==> src/rtl/cpu_types_pkg.sv <==
// Shared CPU datapath types for the write-back stage.
//   word_t    : default-width datapath word
//   wsel_t    : write-data source select (ALU, MEM, NPC, IMM)
//   ldtype_t  : load extraction kind; encodings 5-7 are treated as a full word
package cpu_types_pkg;

  localparam int WORD_W_DEFAULT = 32;

  typedef logic [WORD_W_DEFAULT-1:0] word_t;

  typedef enum logic [1:0] {
    WSEL_ALU = 2'd0,
    WSEL_MEM = 2'd1,
    WSEL_NPC = 2'd2,
    WSEL_IMM = 2'd3
  } wsel_t;

  typedef enum logic [2:0] {
    LD_W  = 3'd0,
    LD_B  = 3'd1,
    LD_BU = 3'd2,
    LD_H  = 3'd3,
    LD_HU = 3'd4
  } ldtype_t;

endpackage

==> src/rtl/stage_wb_pipe_if.sv <==
// Upstream (MEM stage -> WB stage) entry channel.
//   in_valid / in_ready : valid-ready handshake, entry moves when both are 1
//   in_regWrite, in_regSel, in_wsel, in_ldType, in_addrLo, in_halt : control
//   in_aluOut, in_dmemload, in_npc, in_imm : candidate write data
// master = producer (MEM stage), slave = consumer (stage_wb_pipe).
interface stage_wb_pipe_if #(
  parameter int WORD_W = 32,
  parameter int REG_AW = 5
);

  logic              in_valid;
  logic              in_ready;
  logic              in_regWrite;
  logic [REG_AW-1:0] in_regSel;
  logic [1:0]        in_wsel;
  logic [2:0]        in_ldType;
  logic [1:0]        in_addrLo;
  logic              in_halt;
  logic [WORD_W-1:0] in_aluOut;
  logic [WORD_W-1:0] in_dmemload;
  logic [WORD_W-1:0] in_npc;
  logic [WORD_W-1:0] in_imm;

  modport master (
    output in_valid, in_regWrite, in_regSel, in_wsel, in_ldType, in_addrLo,
           in_halt, in_aluOut, in_dmemload, in_npc, in_imm,
    input  in_ready
  );

  modport slave (
    input  in_valid, in_regWrite, in_regSel, in_wsel, in_ldType, in_addrLo,
           in_halt, in_aluOut, in_dmemload, in_npc, in_imm,
    output in_ready
  );

endinterface

==> src/rtl/load_extract.sv <==
// Combinational little-endian load extraction.
//   data    : loaded memory word
//   ld_type : ldtype_t encoding (W, B, BU, H, HU); 5-7 behave as W
//   addr_lo : byte offset within the word; halfwords use addr_lo[1] only
//   result  : extracted, sign- or zero-extended value
module load_extract
  import cpu_types_pkg::*;
#(
  parameter int WORD_W = 32
) (
  input  logic [WORD_W-1:0] data,
  input  logic [2:0]        ld_type,
  input  logic [1:0]        addr_lo,
  output logic [WORD_W-1:0] result
);

  logic [7:0]  lane_b;
  logic [15:0] lane_h;

  // NOTE: every variable written here gets a value before the case, so no
  // path leaves it unassigned and no latch is inferred.
  always_comb begin
    lane_b = data[{addr_lo, 3'b000} +: 8];
    lane_h = data[{addr_lo[1], 4'b0000} +: 16];
    result = data;
    case (ld_type)
      LD_B:    result = {{(WORD_W-8){lane_b[7]}}, lane_b};
      LD_BU:   result = {{(WORD_W-8){1'b0}}, lane_b};
      LD_H:    result = {{(WORD_W-16){lane_h[15]}}, lane_h};
      LD_HU:   result = {{(WORD_W-16){1'b0}}, lane_h};
      default: result = data;
    endcase
  end

endmodule

==> src/rtl/stage_wb_pipe.sv <==
// Write-back stage: output register plus one skid entry feeding the register
// file write port, with bypass reporting, sticky halt and a retire counter.
//   CLK, nRST      : clock, asynchronous active-low reset
//   up             : upstream entry channel (slave side)
//   rf_ready       : register-file write port free this cycle
//   rf_wen/wsel/wdat : register-file write request from the output register
//   fwd_valid/sel/dat : youngest pending write (skid if valid, else output)
//   halt           : set the cycle after a halt entry retires, sticky
//   retire_cnt     : number of cycles with rf_wen=1, wrapping
module stage_wb_pipe
  import cpu_types_pkg::*;
#(
  parameter int WORD_W = 32,
  parameter int REG_AW = 5,
  parameter int CNT_W  = 16
) (
  input  logic              CLK,
  input  logic              nRST,
  stage_wb_pipe_if.slave    up,
  input  logic              rf_ready,
  output logic              rf_wen,
  output logic [REG_AW-1:0] rf_wsel,
  output logic [WORD_W-1:0] rf_wdat,
  output logic              fwd_valid,
  output logic [REG_AW-1:0] fwd_sel,
  output logic [WORD_W-1:0] fwd_dat,
  output logic              halt,
  output logic [CNT_W-1:0]  retire_cnt
);

  typedef struct packed {
    logic              reg_write;
    logic [REG_AW-1:0] reg_sel;
    logic [WORD_W-1:0] wdat;
    logic              halt;
  } entry_t;

  entry_t            in_e;
  entry_t            out_q;
  entry_t            skid_q;
  logic              out_valid;
  logic              skid_valid;
  logic              halt_pending;
  logic              halt_q;
  logic [CNT_W-1:0]  cnt_q;
  logic [WORD_W-1:0] mem_data;
  logic              accept;
  logic              retire;
  logic              out_free;

  load_extract #(.WORD_W(WORD_W)) u_load_extract (
    .data    (up.in_dmemload),
    .ld_type (up.in_ldType),
    .addr_lo (up.in_addrLo),
    .result  (mem_data)
  );

  // Write data is resolved at acceptance, so stored entries carry only the
  // final value and the upstream fields need not be held.
  always_comb begin
    in_e           = '0;
    in_e.reg_write = up.in_regWrite;
    in_e.reg_sel   = up.in_regSel;
    in_e.halt      = up.in_halt;
    case (up.in_wsel)
      WSEL_ALU: in_e.wdat = up.in_aluOut;
      WSEL_MEM: in_e.wdat = mem_data;
      WSEL_NPC: in_e.wdat = up.in_npc;
      WSEL_IMM: in_e.wdat = up.in_imm;
    endcase
  end

  // Ready depends on registered state only; rf_ready never reaches in_ready.
  assign up.in_ready = !skid_valid && !halt_q && !halt_pending;
  assign accept      = up.in_valid && up.in_ready;
  assign retire      = out_valid && rf_ready;
  assign out_free    = !out_valid || retire;

  // NOTE: stored fields are reset along with the valid bits so that every
  // observable output (including rf_wsel/rf_wdat/fwd_*) is 0 during reset;
  // this is a few flops, not a memory array.
  always_ff @(posedge CLK or negedge nRST) begin
    if (!nRST) begin
      out_q        <= '0;
      skid_q       <= '0;
      out_valid    <= 1'b0;
      skid_valid   <= 1'b0;
      halt_pending <= 1'b0;
      halt_q       <= 1'b0;
      cnt_q        <= '0;
    end else begin
      // NOTE: non-blocking assignments so every register samples the
      // pre-edge state, e.g. out_q takes the old skid_q while skid_q reloads.
      if (out_free) begin
        if (skid_valid) begin
          out_q      <= skid_q;
          out_valid  <= 1'b1;
          skid_valid <= accept;
          if (accept) skid_q <= in_e;
        end else begin
          out_valid <= accept;
          if (accept) out_q <= in_e;
        end
      end else if (accept) begin
        skid_q     <= in_e;
        skid_valid <= 1'b1;
      end

      if (accept && up.in_halt) halt_pending <= 1'b1;
      if (retire && out_q.halt) halt_q       <= 1'b1;
      if (rf_wen)               cnt_q        <= cnt_q + CNT_W'(1);
    end
  end

  assign rf_wen  = out_valid && out_q.reg_write && (out_q.reg_sel != '0) && rf_ready;
  assign rf_wsel = out_q.reg_sel;
  assign rf_wdat = out_q.wdat;

  // The skid entry is always younger than the output entry.
  assign fwd_sel   = skid_valid ? skid_q.reg_sel : out_q.reg_sel;
  assign fwd_dat   = skid_valid ? skid_q.wdat    : out_q.wdat;
  assign fwd_valid = skid_valid ? (skid_q.reg_write && (skid_q.reg_sel != '0))
                                : (out_valid && out_q.reg_write && (out_q.reg_sel != '0));

  assign halt       = halt_q;
  assign retire_cnt = cnt_q;

endmodule
==> src/flat_wrapper.sv <==
// flat-port wrapper written by rule: the top's interface ports become plain ports
module stage_wb_pipe_flat import cpu_types_pkg::*;
#(
  parameter int WORD_W = 32,
  parameter int REG_AW = 5,
  parameter int CNT_W  = 16
)
  (CLK, nRST, rf_ready, rf_wen, rf_wsel, rf_wdat, fwd_valid, fwd_sel, fwd_dat, halt, retire_cnt, up_in_valid, up_in_regWrite, up_in_regSel, up_in_wsel, up_in_ldType, up_in_addrLo, up_in_halt, up_in_aluOut, up_in_dmemload, up_in_npc, up_in_imm, up_in_ready);
  stage_wb_pipe_if #(.WORD_W(WORD_W), .REG_AW(REG_AW)) up_i ();
  input  logic CLK;
  input  logic nRST;
  input  logic rf_ready;
  output logic rf_wen;
  output logic [REG_AW-1:0] rf_wsel;
  output logic [WORD_W-1:0] rf_wdat;
  output logic fwd_valid;
  output logic [REG_AW-1:0] fwd_sel;
  output logic [WORD_W-1:0] fwd_dat;
  output logic halt;
  output logic [CNT_W-1:0] retire_cnt;
  input wire logic [$bits(up_i.in_valid)-1:0] up_in_valid;
  input wire logic [$bits(up_i.in_regWrite)-1:0] up_in_regWrite;
  input wire logic [$bits(up_i.in_regSel)-1:0] up_in_regSel;
  input wire logic [$bits(up_i.in_wsel)-1:0] up_in_wsel;
  input wire logic [$bits(up_i.in_ldType)-1:0] up_in_ldType;
  input wire logic [$bits(up_i.in_addrLo)-1:0] up_in_addrLo;
  input wire logic [$bits(up_i.in_halt)-1:0] up_in_halt;
  input wire logic [$bits(up_i.in_aluOut)-1:0] up_in_aluOut;
  input wire logic [$bits(up_i.in_dmemload)-1:0] up_in_dmemload;
  input wire logic [$bits(up_i.in_npc)-1:0] up_in_npc;
  input wire logic [$bits(up_i.in_imm)-1:0] up_in_imm;
  output wire logic [$bits(up_i.in_ready)-1:0] up_in_ready;
  assign up_i.in_valid = up_in_valid;
  assign up_i.in_regWrite = up_in_regWrite;
  assign up_i.in_regSel = up_in_regSel;
  assign up_i.in_wsel = up_in_wsel;
  assign up_i.in_ldType = up_in_ldType;
  assign up_i.in_addrLo = up_in_addrLo;
  assign up_i.in_halt = up_in_halt;
  assign up_i.in_aluOut = up_in_aluOut;
  assign up_i.in_dmemload = up_in_dmemload;
  assign up_i.in_npc = up_in_npc;
  assign up_i.in_imm = up_in_imm;
  assign up_in_ready = up_i.in_ready;
  stage_wb_pipe #(.WORD_W(WORD_W), .REG_AW(REG_AW), .CNT_W(CNT_W)) u_core (.CLK(CLK), .nRST(nRST), .up(up_i), .rf_ready(rf_ready), .rf_wen(rf_wen), .rf_wsel(rf_wsel), .rf_wdat(rf_wdat), .fwd_valid(fwd_valid), .fwd_sel(fwd_sel), .fwd_dat(fwd_dat), .halt(halt), .retire_cnt(retire_cnt));
endmodule
==> config.mk <==
export PLATFORM = sky130hd
export DESIGN_NAME = stage_wb_pipe_flat
export DESIGN_NICKNAME = d
export VERILOG_FILES = /design/src/rtl/cpu_types_pkg.sv /design/src/rtl/stage_wb_pipe_if.sv /design/src/rtl/load_extract.sv /design/src/rtl/stage_wb_pipe.sv /design/src/flat_wrapper.sv
export SDC_FILE = /design/constraint.sdc
export NUM_CORES = 1
export LEC_CHECK = 0
export CAP_MARGIN = 20
export CORE_MARGIN = 3
export CORE_UTILIZATION = 50
export CTS_CLUSTER_SIZE = 8
export DETAILED_ROUTE_END_ITERATION = 8
export DONT_BUFFER_PORTS = 1
export SLEW_MARGIN = 20
export SYNTH_ARGS = -nofsm -noshare
export SYNTH_HDL_FRONTEND = slang
export SYNTH_SLANG_ARGS = --single-unit
==> constraint.sdc <==
create_clock -name CLK -period 2.75 [get_ports CLK]
set_input_delay 0.6875 -clock CLK [delete_from_list [all_inputs] [get_ports CLK]]
set_output_delay 0.6875 -clock CLK [all_outputs]
set_load 0.02 [all_outputs]
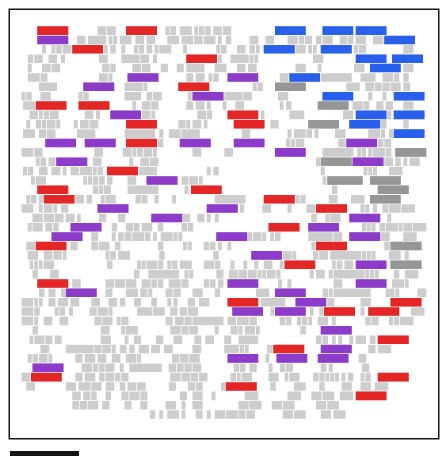
Run 1: where the registers sit
Bar = 20 microns. Other sequential cells in the stronger grey, the rest of the logic in the fainter grey.
[u_core.skid_q] purple | flops: 39
[u_core.rf_wdat] red | flops: 32 | where: spread over the die
[u_core.retire_cnt] blue | flops: 16 | where: upper right
not coloured: 11
Seq power: 2.63 mW
register area: 2460 sq um
Layout Utilization: 54.3%
Seq/total area: 33.6%

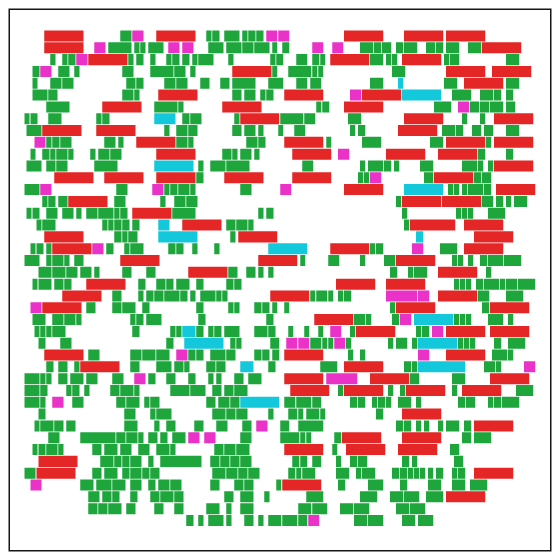
Run 1: cell classes on the final placement
[remaining logic cells] green | cells: 635 | share of their area: 56%
[registers] red | cells: 98 | share of their area: 35%
[clock drivers and dummy loads] cyan | cells: 16 | share of their area: 4.3%
[remaining buffers and delay cells] magenta | cells: 40 | share of their area: 4.6%
Row Count: 42
fin area: 7310 sq um
core area: 13500 sq um

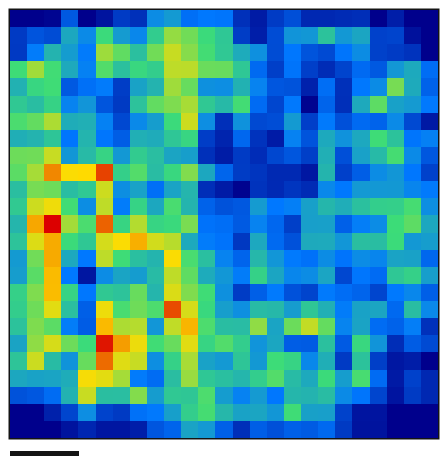
Run 1: signal metal coverage by tile
Bar = 20 microns. 25 x 25 tiles, from dark blue (low) to red (high), scaled to the fullest tile. Values are wire area over tile area, all layers added.
densest ninth of the die: middle left
nearly empty tiles: 3.7%
tiles over half the peak: 21%
mean over tiles: 0.23
fullest tile: 0.66
WL final: 21500 microns
Via Count: 6054
gr usage total: 27.3%
drt wl/cell: 22.3 microns

==> job_summary.md, run 1 <==
### Flow metrics

| Metric | Value |
|---|---|
| EDFF count, synth | `0` |
| Dominant comb cell | `AND-OR/OR-AND gates` |
| Count of buffers from port buffering | `0` |
| Top-level I/O count | `240` |
| FF-to-FF End | `u_core.rf_wdat[9]$_DFFE_PN0P_` |
| Cells after DPL | `949` |
| Top cell excl fill/tap | `nand2_1` |
| Adder-cell area share of the yosys netlist | `0.179%` |
| Top cells by instance count after synthesis | `nand2_1 (130), dfrtp_1 (98), o21ai_0 (54)` |
| Clock transition at path regs | `0.07 ns` |
| Largest class | `multi-input combinational cells` |
| LEAKAGE | `3.02 nW` |
| ANT nets after route | `0` |
| Synthesized Nets | `983` |
| Endpoint class of the critical path | `output port` |
| Top layer in use | `met4` |
| Non-Clock Buffer Area Fraction | `4.45%` |
| GRT overflow | `0` |
| Clock share of power | `23.2%` |
| Non-clk invs | `25` |
| Layout clock area frac | `4.14%` |
| Final Hold Violation Tally | `0` |
| N_taps | `176` |
| Antenna Cells | `1` |
| Yosys warns | `0` |
| Gate Area | `3910 sq um` |
| Synth Area in Compound Gates | `27.3%` |
| R2R depth | `5` |
| DRT met1 WL | `8960 microns` |
| Unrepaired setup endpoints after global routing | `false` |
| Register share of total power | `46.7%` |
| Worst-path fanout max | `6` |
| Class of the worst hold path | `in -> async` |
| Comb area share | `53.5%` |
| DP Area | `7000 sq um` |
| Vias in the first global route | `5988` |
| Seq cells | `98` |
| Post-Syn Instances | `836` |
| Nets@finish | `931` |
| Switching pwr | `2.29 mW` |
| Crit path time final | `2.54 ns` |
| WL met2 | `10200 microns` |
| Run status | `finished, final reports clean` |
| Pre-antenna DRT Iters | `5` |
| Pre-Place Util | `52.0%` |
| Area delta synth->final | `4.43%` |
| Gate power share | `30.1%` |
| Post-layout worst setup margin | `0.207 ns` |
| Clock buffers | `11` |
| Setup TNS | `0 ns` |
| Least-Margin Pin Slew | `0.739 ns` |
| Worst Path Required | `2.06 ns` |
| Unique masters post-synth | `57` |
| Antenna violations before repair | `1` |
| Num CTS Buffers | `9` |
| Maximum vdd ir drop | `0.361 mV` |
| First-pass GRT wire length | `33900 microns` |
| Mux share | `7.74%` |
| Longest Clk Path Bufs | `2` |
| Dpl ws | `0.373 ns` |
| Root Buffer | `clkbuf_16` |
| MaxCap Viol Count | `0` |
| Simple-Gate Area Share | `18.3%` |
| Post-synth seq share | `35.0%` |
| Die area | `15500 sq um` |
| Multi-input gates | `610` |
| Bufs w/o clock | `40` |
| Fillcell total | `1279` |
| CTS Hold Bufs | `0` |
| Synthesized area | `7000 sq um` |
| Area leader share | `35.0%` |
| DRC marker count from the first detailed-route iteration | `442` |
| WP data arrival | `1.86 ns` |
| PD cells | `772 nW/um^2` |
| Net switching share of the total power | `40.7%` |
| Largest net degree at the start of global routing | `99` |
| Crit Path Class | `reg -> out` |
| Syn avg cell area | `8.37 sq um` |
==> run 1: power by group through the flow <==
| stage | Combinational, mW | Sequential [mW] | Clock (mW) |
|---|---|---|---|
| floorplan | 2.03 | 2.16 | 0 |
| global placement | 1.66 | 2.64 | 0 |
| detailed placement | 1.71 | 2.66 | 0 |
| CTS | 1.71 | 2.64 | 1.34 |
| global route | 1.88 | 2.70 | 1.41 |
| finish | 1.70 | 2.63 | 1.31 |
==> run 1: flip-flops by register name, summed over array words and instances, names as in the netlist <==
signal	count
u_core.out_valid	1
u_core.retire_cnt	16
u_core.out_q	2
u_core.skid_q	39
u_core.skid_valid	1
u_core.rf_wsel	5
u_core.halt	1
u_core.rf_wdat	32
u_core.halt_pending	1
==> run 1: metal layers <==
layer | GRT usage [%] | vias up
li1 | - | 2861
met2 | 44.2 | 259
met4 | 8.77 | 0
met1 | 35.1 | 2902
met3 | 8.10 | 32
met5 | 0 | -
==> run 1: how the worst max path moves through the flow <==
stage                                              from         to  slack, ns  cells after the start
after global placement    u_core.rf_wsel[2]$_DFFE_PN0P_  fwd_valid       0.41                      3
final                     u_core.rf_wsel[2]$_DFFE_PN0P_     rf_wen       0.21                      3
after floorplan           u_core.skid_valid$_DFFE_PN0P_  fwd_valid       0.39                      6
after detailed placement  u_core.rf_wsel[2]$_DFFE_PN0P_  fwd_valid       0.37                      3
after global routing      u_core.rf_wsel[2]$_DFFE_PN0P_     rf_wen       0.08                      3
after CTS                 u_core.rf_wsel[2]$_DFFE_PN0P_     rf_wen       0.06                      3
==> run 1: timing repair <==
action                     in CTS  in global routing
resized                         1                  1
setup endpoints to repair       1                  2
gates cloned                    0                  0
setup buffers                   0                  0
==> run 1: critical path: stages (launching register included) <==
cell,delay [ns]
dfrtp_1,0.47
or4_1,0.58
o21ai_2,0.23
nor2_1,0.23
Run 1, signal wires by layer:
Bar = 20 microns.
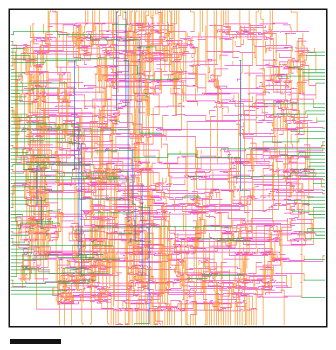

==> run 2, diff against run 1 <==
==> constraint.sdc (replaced) <==
create_clock -name CLK -period 3.1 [get_ports CLK]
set_input_delay 0.775 -clock CLK [delete_from_list [all_inputs] [get_ports CLK]]
set_output_delay 0.775 -clock CLK [all_outputs]
set_load 0.02 [all_outputs]
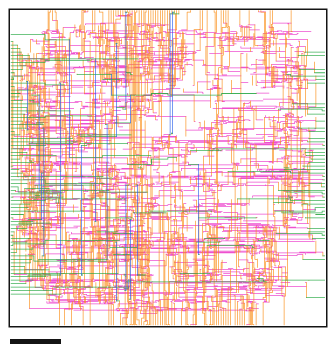
Run 2: signal wires by layer
Bar = 20 microns.
[M2] orange | wire length: 9930 microns
[M1] magenta | wire length: 8590 microns
[M3] green | wire length: 2060 microns
[M4] blue | wire length: 774 microns
WL final: 21400 microns
Via Count: 6070
drt wl/cell: 22.4 microns

==> job_summary.md, run 2 <==
### Flow metrics

| Metric | Value |
|---|---|
| Top cell excl fill/tap | `nand2_1` |
| Antenna Cells | `0 (-1)` |
| Synthesized area | `7000 sq um (unchanged)` |
| Crit path time final | `2.81 ns` |
| Postcts setup bufs | `0 (unchanged)` |
| MaxCap Viol Count | `0 (unchanged)` |
| Synthesized Nets | `983 (unchanged)` |
| Max Clock Freq | `356 MHz` |
| DRC marker count from the first detailed-route iteration | `522 (+18%)` |
| Least-Margin Pin Slew | `0.896 ns (+0.157 ns)` |
| Unrepaired setup endpoints after global routing | `false` |
| CTS Hold Bufs | `0 (unchanged)` |
| Fillcell total | `1292 (+1.0%)` |
| Root Buffer | `clkbuf_16` |
| Rel. slew slack | `40.3%` |
| Count of buffers from port buffering | `0 (unchanged)` |
| EDFF count, synth | `0 (unchanged)` |
| Layout Utilization | `53.3% (-0.98 points)` |
| Area leader share | `35.0% (unchanged)` |
| Clock transition at path regs | `0.07 ns (about the same)` |
| Area delta synth->final | `2.56%` |
| Setup TNS | `0 ns (unchanged)` |
| Worst Path Required | `2.32 ns (+0.26 ns)` |
| DP Area | `6890 sq um (-1.6%)` |
| Pre-Place Util | `52.0% (unchanged)` |
| Largest Register | `u_core.skid_q` |
| Post-layout worst setup margin | `0.291 ns (+0.0838 ns)` |
| Register area | `2460 sq um (unchanged)` |
| Maximum vdd ir drop | `0.520 mV (+44%)` |
| Nets@finish | `918 (-1.4%)` |
| Setup crit start | `u_core.rf_wsel[2]$_DFFE_PN0P_` |
| Vias in the first global route | `5987 (-0.017%)` |
| Post-Syn Instances | `836 (unchanged)` |
| First-pass GRT wire length | `33800 microns (-0.49%)` |
| Num CTS Buffers | `9 (unchanged)` |
| Largest net degree at the start of global routing | `99 (unchanged)` |
| Tool Warnings | `26` |
| Antenna violations before repair | `0 (-1)` |
| GRT overflow | `0 (unchanged)` |
| Core area | `13500 sq um (unchanged)` |
| Row Count | `42 (unchanged)` |
| Class of the worst hold path | `in -> async` |
| Gate Area | `3900 sq um (about the same)` |
| Run status | `finished, final reports clean` |
| Post-CTS sizing | `0 (-1)` |
| Die area | `15500 sq um (unchanged)` |
| Dpl ws | `0.555 ns (+0.181 ns)` |
| Syn avg cell area | `8.37 sq um (unchanged)` |
| Crit Path Class | `reg -> out` |
| Pre-antenna DRT Iters | `5 (unchanged)` |
| R2R depth | `5 (unchanged)` |
| Fin area | `7180 sq um (-1.8%)` |
| ANT nets after route | `0 (unchanged)` |
| Post-route insts no fill | `952` |
| Top-level I/O count | `240 (unchanged)` |
| Longest Clk Path Bufs | `2 (unchanged)` |
| Gr usage total | `27.1% (-0.20 points)` |
| Unique masters post-synth | `57 (unchanged)` |
| Endpoint class of the critical path | `output port` |
| Yosys warns | `0 (unchanged)` |
| Top cells by instance count after synthesis | `nand2_1 (130), dfrtp_1 (98), o21ai_0 (54)` |
| FF-to-FF End | `u_core.rf_wdat[7]$_DFFE_PN0P_` |
| PD cells | `670 nW/um^2 (-13%)` |
| LEAKAGE | `2.94 nW (-2.7%)` |
| WP data arrival | `2.03 ns (+0.17 ns)` |
| Post-synth seq share | `35.0% (unchanged)` |
| Final Hold Violation Tally | `0 (unchanged)` |
| Cells after DPL | `936 (-1.4%)` |
| Max reg flops | `39 (unchanged)` |
| Worst-path fanout max | `5 (-1)` |
| Remaining DRCs | `0` |
==> run 2: how the worst max path moves through the flow <==
stage	end	cells past startpoint	slack (ns)
5_1_grt	fwd_valid	3	0.13
6_report	fwd_valid	3	0.29
3_5_place_dp	u_core.skid_q[10]$_DFFE_PN0P_	5	0.55
4_1_cts	fwd_valid	3	0.24
3_3_place_gp	u_core.skid_q[16]$_DFFE_PN0P_	5	0.59
2_1_floorplan	fwd_valid	6	0.65
==> run 2: where the power goes <==
part           internal [mW]  switching, mW  total (mW)
Clock                  0.577          0.523        1.10
Combinational          0.563          0.803        1.37
Sequential              1.64          0.699        2.34
Total                   2.78           2.03        4.81
==> run 2: cell families (layout without fill, tap and decap cells) <==
group	Yosys count	count (layout)	synth area share, %
compound gates	267	267	27.3
xor+xnor	17	17	2.13
fa+ha+maj	1	1	0.179
buf+inv	128	68	9.35
flops	98	98	35.0
mux	51	51	7.74
simple gates	274	274	18.3
==> run 2: worst max-delay path, stage by stage (launching register included) <==
cell and delay [ns]:
dfrtp_1 0.48, or4_1 0.58, o21ai_1 0.29, o21ai_0 0.34
==> run 2: routing by layer <==
metal / vias to the layer above / wire length [microns] / global-route usage [%]
li1: 2847 / - / -
met1: 2914 / 8590 / 32.8
met2: 263 / 9930 / 43.6
met3: 46 / 2060 / 11.0
met4: 0 / 773 / 9.41
met5: - / 0 / 0
==> run 2: cell type report <==
cell class / instances / share of cell area, %
Clock inverter: 6 / 0.680
Sequential cell: 98 / 34.2
Timing Repair Buffer: 27 / 3.00
Multi-Input combinational cell: 610 / 54.4
Inverter: 25 / 1.31
Tap cell: 176 / 3.07
Clock buffer: 10 / 3.33
No activity file was given, so power comes from the tool's default toggle rates.
